### src/rtl/rand_pkg.sv
// Shared definitions for the bounded random number unit: default word
// width and the controller state encoding.
package rand_pkg;

    localparam int DEFAULT_WIDTH = 32;

    typedef enum logic [1:0] {
        IDLE = 2'd0,
        CALC = 2'd1,
        FIN  = 2'd2
    } state_t;

endpackage

### src/rtl/mod_step.sv
// One restoring-remainder step: shift the next dividend bit into the
// partial remainder and subtract the divisor when it fits. The partial
// remainder carries one extra bit so divisors with the MSB set cannot
// overflow the shift.
module mod_step #(
    parameter int WIDTH = 32
) (
    input  logic [WIDTH:0]   rem_in,
    input  logic             bit_in,
    input  logic [WIDTH-1:0] divisor,
    output logic [WIDTH:0]   rem_out
);

    logic [WIDTH+1:0] shifted;
    logic             fits;

    assign shifted = {rem_in, bit_in};
    assign fits    = (shifted >= {2'b00, divisor});
    assign rem_out = fits ? (shifted[WIDTH:0] - {1'b0, divisor}) : shifted[WIDTH:0];

endmodule

### src/rtl/random_range_unit.sv
// Bounded random number unit: on request, snapshots the random word and
// reduces it modulo LIMIT with one restoring step per cycle, then pulses
// done_o for one cycle with the result and error flag held afterwards.
module random_range_unit
    import rand_pkg::*;
#(
    parameter int WIDTH = DEFAULT_WIDTH
) (
    input  logic             clk_i,
    input  logic             rst_i,
    input  logic [WIDTH-1:0] random_in_i,
    input  logic             req_i,
    input  logic [WIDTH-1:0] limit_i,
    output logic             busy_o,
    output logic             done_o,
    output logic [WIDTH-1:0] result_o,
    output logic             err_o
);

    localparam int CNT_W = $clog2(WIDTH);
    localparam logic [CNT_W-1:0] CNT_LAST = CNT_W'(WIDTH - 1);

    state_t           state_q;
    logic [WIDTH-1:0] dividend_q;
    logic [WIDTH-1:0] divisor_q;
    logic [WIDTH:0]   rem_q;
    logic [WIDTH:0]   rem_d;
    logic [CNT_W-1:0] cnt_q;
    logic             busy_q;
    logic             done_q;
    logic [WIDTH-1:0] result_q;
    logic             err_q;

    mod_step #(
        .WIDTH(WIDTH)
    ) u_step (
        .rem_in (rem_q),
        .bit_in (dividend_q[WIDTH-1]),
        .divisor(divisor_q),
        .rem_out(rem_d)
    );

    // Controller: accepts requests in IDLE, iterates the remainder in CALC,
    // and announces the held result with a single-cycle pulse in FIN.
    always_ff @(posedge clk_i) begin
        if (rst_i) begin
            state_q    <= IDLE;
            dividend_q <= '0;
            divisor_q  <= '0;
            rem_q      <= '0;
            cnt_q      <= '0;
            busy_q     <= 1'b0;
            done_q     <= 1'b0;
            result_q   <= '0;
            err_q      <= 1'b0;
        end else begin
            done_q <= 1'b0;
            case (state_q)
                IDLE: begin
                    if (req_i) begin
                        dividend_q <= random_in_i;
                        divisor_q  <= limit_i;
                        rem_q      <= '0;
                        cnt_q      <= CNT_LAST;
                        busy_q     <= 1'b1;
                        if (limit_i == '0) begin
                            err_q    <= 1'b1;
                            result_q <= '0;
                            done_q   <= 1'b1;
                            state_q  <= FIN;
                        end else begin
                            err_q   <= 1'b0;
                            state_q <= CALC;
                        end
                    end
                end
                CALC: begin
                    rem_q      <= rem_d;
                    dividend_q <= {dividend_q[WIDTH-2:0], 1'b0};
                    if (cnt_q == '0) begin
                        result_q <= rem_d[WIDTH-1:0];
                        done_q   <= 1'b1;
                        state_q  <= FIN;
                    end else begin
                        cnt_q <= cnt_q - 1'b1;
                    end
                end
                FIN: begin
                    busy_q  <= 1'b0;
                    state_q <= IDLE;
                end
                default: begin
                    busy_q  <= 1'b0;
                    state_q <= IDLE;
                end
            endcase
        end
    end

    assign busy_o   = busy_q;
    assign done_o   = done_q;
    assign result_o = result_q;
    assign err_o    = err_q;

endmodule

### config.mk
export PLATFORM = sky130hd
export DESIGN_NAME = random_range_unit
export DESIGN_NICKNAME = d
export VERILOG_FILES = /design/src/rtl/rand_pkg.sv /design/src/rtl/mod_step.sv /design/src/rtl/random_range_unit.sv
export SDC_FILE = /design/constraint.sdc
export NUM_CORES = 1
export LEC_CHECK = 0
export ABC_AREA = 1
export CELL_PAD_IN_SITES_DETAIL_PLACEMENT = 1
export CELL_PAD_IN_SITES_GLOBAL_PLACEMENT = 2
export CORE_ASPECT_RATIO = 0.75
export CORE_MARGIN = 10
export CORE_UTILIZATION = 29
export CTS_BUF_LIST = sky130_fd_sc_hd__clkbuf_4 sky130_fd_sc_hd__clkbuf_8
export CTS_CLUSTER_DIAMETER = 30
export CTS_CLUSTER_SIZE = 25
export DETAILED_ROUTE_END_ITERATION = 16
export PLACE_DENSITY = 0.86
export SYNTH_ARGS = -nofsm -noshare
export SYNTH_HDL_FRONTEND = slang
export SYNTH_SLANG_ARGS = --single-unit
### constraint.sdc
create_clock -name clk_i -period 1.9 [get_ports clk_i]
set_input_delay 0.285 -clock clk_i [delete_from_list [all_inputs] [get_ports clk_i]]
set_output_delay 0.285 -clock clk_i [all_outputs]
set_load 0.05 [all_outputs]
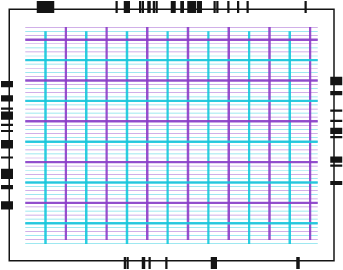
Fig. 1. Power grid.
Scale: 1.5 px per µm. Pins as bars on the die edge.
legend:
  purple:
    net: VDD
  cyan:
    net: VSS
met4 straps: 14
signal pins: 102
Die W: 216 µm
Core Footprint: 28,100 µm²

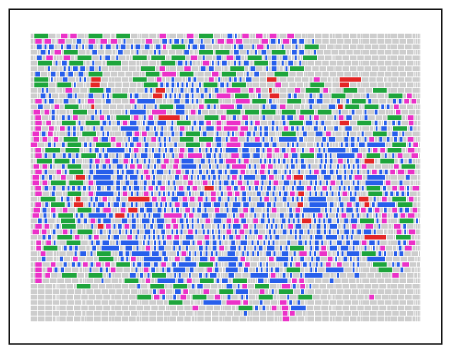
Fig. 2. Cell classes on the final placement.
Scale: 2 px per µm. Fill, decap, tap and diode cells in gray.
legend:
  blue:
    class: all other logic
    cells: 1,079
    share_of_their_area: 51%
  green:
    class: flip-flops
    cells: 139
    share_of_their_area: 22%
  magenta:
    class: other buffers and delay cells
    cells: 334
    share_of_their_area: 23%
  red:
    class: clock drivers and dummy loads
    cells: 29
    share_of_their_area: 3.3%
sequential cell area share: 21.5%
Core Util, Final: 46.4%
cell row count: 53

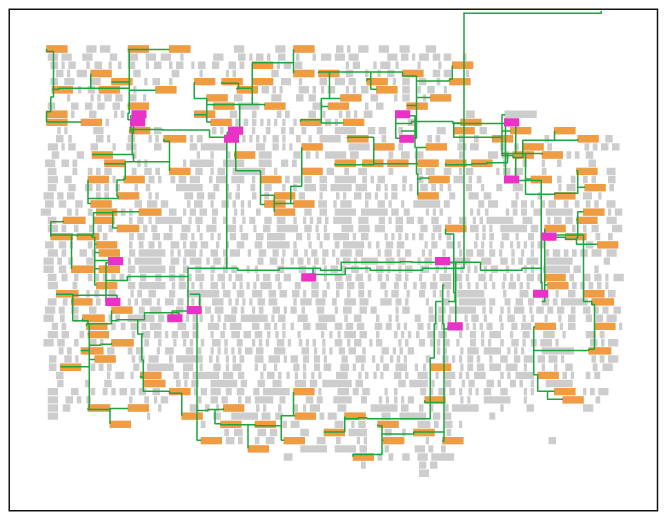
Fig. 3. Clock network drawn from the DEF.
Scale: 3 px per µm.
legend:
  magenta:
    item: cells driving clock nets
    count: 17
  green:
    item: clock wires
    length: 2,220 µm
  orange:
    item: flip-flops
    count: 139
routed clock nets: 18
flops lie: all over the die
Clock Skew: 0.0137 ns
Clock group: 2.66 mW
worst-skew pair later-pin latency: 0.48 ns

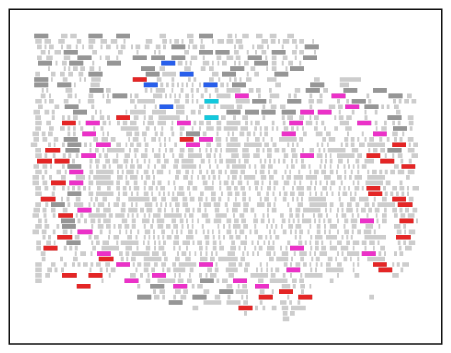
Fig. 4. Sequential cells grouped by signal name.
Scale: 2 px per µm. Other sequential cells in the stronger gray, the rest of the logic in the fainter gray.
legend:
  magenta:
    signal: rem_q
    sequential_cells: 33
  red:
    signal: divisor_q
    sequential_cells: 32
  cyan:
    signal: state_q
    sequential_cells: 2
  blue:
    signal: cnt_q
    sequential_cells: 5
Flop area: 2800 µm²
seq pwr: 3.43 mW

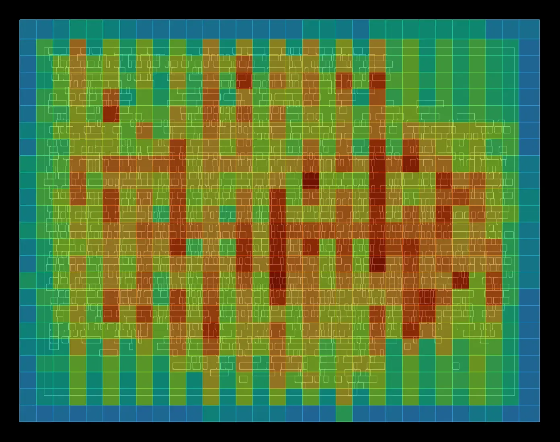
Fig. 5. Track usage over the die.
WL/cell: 16.7 µm
met1 Usage GRT: 23.4%
GR peak layer: met2
met2 Use GR: 28.6%
GR Layer Usage met3: 3.60%

==> results.toml <==
# flow metrics
[run_status]
status = "complete, but fails checks"
violations = "setup timing"

[synthesis]
ys_seq_share_pct = 33.5
ys_sh_adder_pct = 5.35
flop_cell = "dfxtp_1"
top_cell = "nand2_1"
yosys_area_um2 = 8320
async_reset_ff_share_pct = 0
fp_nets = 1380
synthesis.area_um2 = 8320
yosysTopAreaCell = "dfxtp_1"
ys_cells = 1278
ys_sh_mux_pct = 0

[finish]
lay_top_count = "nand2_1"
drive_above_1_share_pct = 33.9
nFillCells = 3539
clock_area_share_pct = 3.17
nonClockInverterCount = 223
antenna_cells = 0
ff_count = 139
comb_share_pct = 43.0
syn_to_final_growth_pct = 56.8
regMostFlops = "rem_q"
largest_reg_flops = 33
buf_share_pct = 22.3
fin_cells = 1966

[global_routing]
grt_pass1_wl_um = 51200
antenna_found_initial = 0
grt_util_all_layers_pct = 17.6

[min_path]
hold_end = "divisor_q[2]"
hold_path_startpoint = "rst_i"

[final_timing]
fin_tns_setup_ns = -13.55
fmax_ghz = 0.455
final_hold_viol_count = 0
holdWs_ns = 0.324
finalClockPeriodUsage_pct = 116
tightest_slew_ns = 0.547
drv_slew = 0
fin_crit_ns = 2.20
finalSetupViolations = 65
final.setup.worst_slack_ns = -0.297

[setup_path]
end_kind = "flip-flop"
worst-r2r-setup-slack_ns = -0.30
crit_family = "simple AND/OR/NAND/NOR gates"
cp.depth = 15
cp-startpoint = "dividend_q[31]"
worstRegToRegCells = 15
crit_end = "rem_q[12]"
max_stage_delay_ns = 0.40
crit_path_max_fanout = 6
startpoint_type = "flip-flop"
rr_startpoint = "dividend_q[31]"
worstPathArrival_ns = 2.54

[route]
wl_met2_um = 15200
dr_wl_met3_um = 1110
vias_per_cell = 4.77
ant_nets = 0

[placed_design]
dp_slack_ns = -0.850
dp_hpwl_um = 23800
place_area_um2 = 11300
portBuffers = 101

[floorplan]
pin_count = 102

[pwr]
power.switching_mw = 6.52
power_frac_seq_pct = 22.7
p_int_mw = 8.58
power_density_nw_per_um2 = 1160
comb_power_mw = 9.01
combPwrFrac_pct = 59.6

[clocking]
hold_buffers = 0
cts_tree = "done"
cts_setup_buffers = 7
cts_root_buffer = "clkbuf_8"

[run]
cap_viol_max_count = 0
Power is estimated from default activity; no workload was simulated.
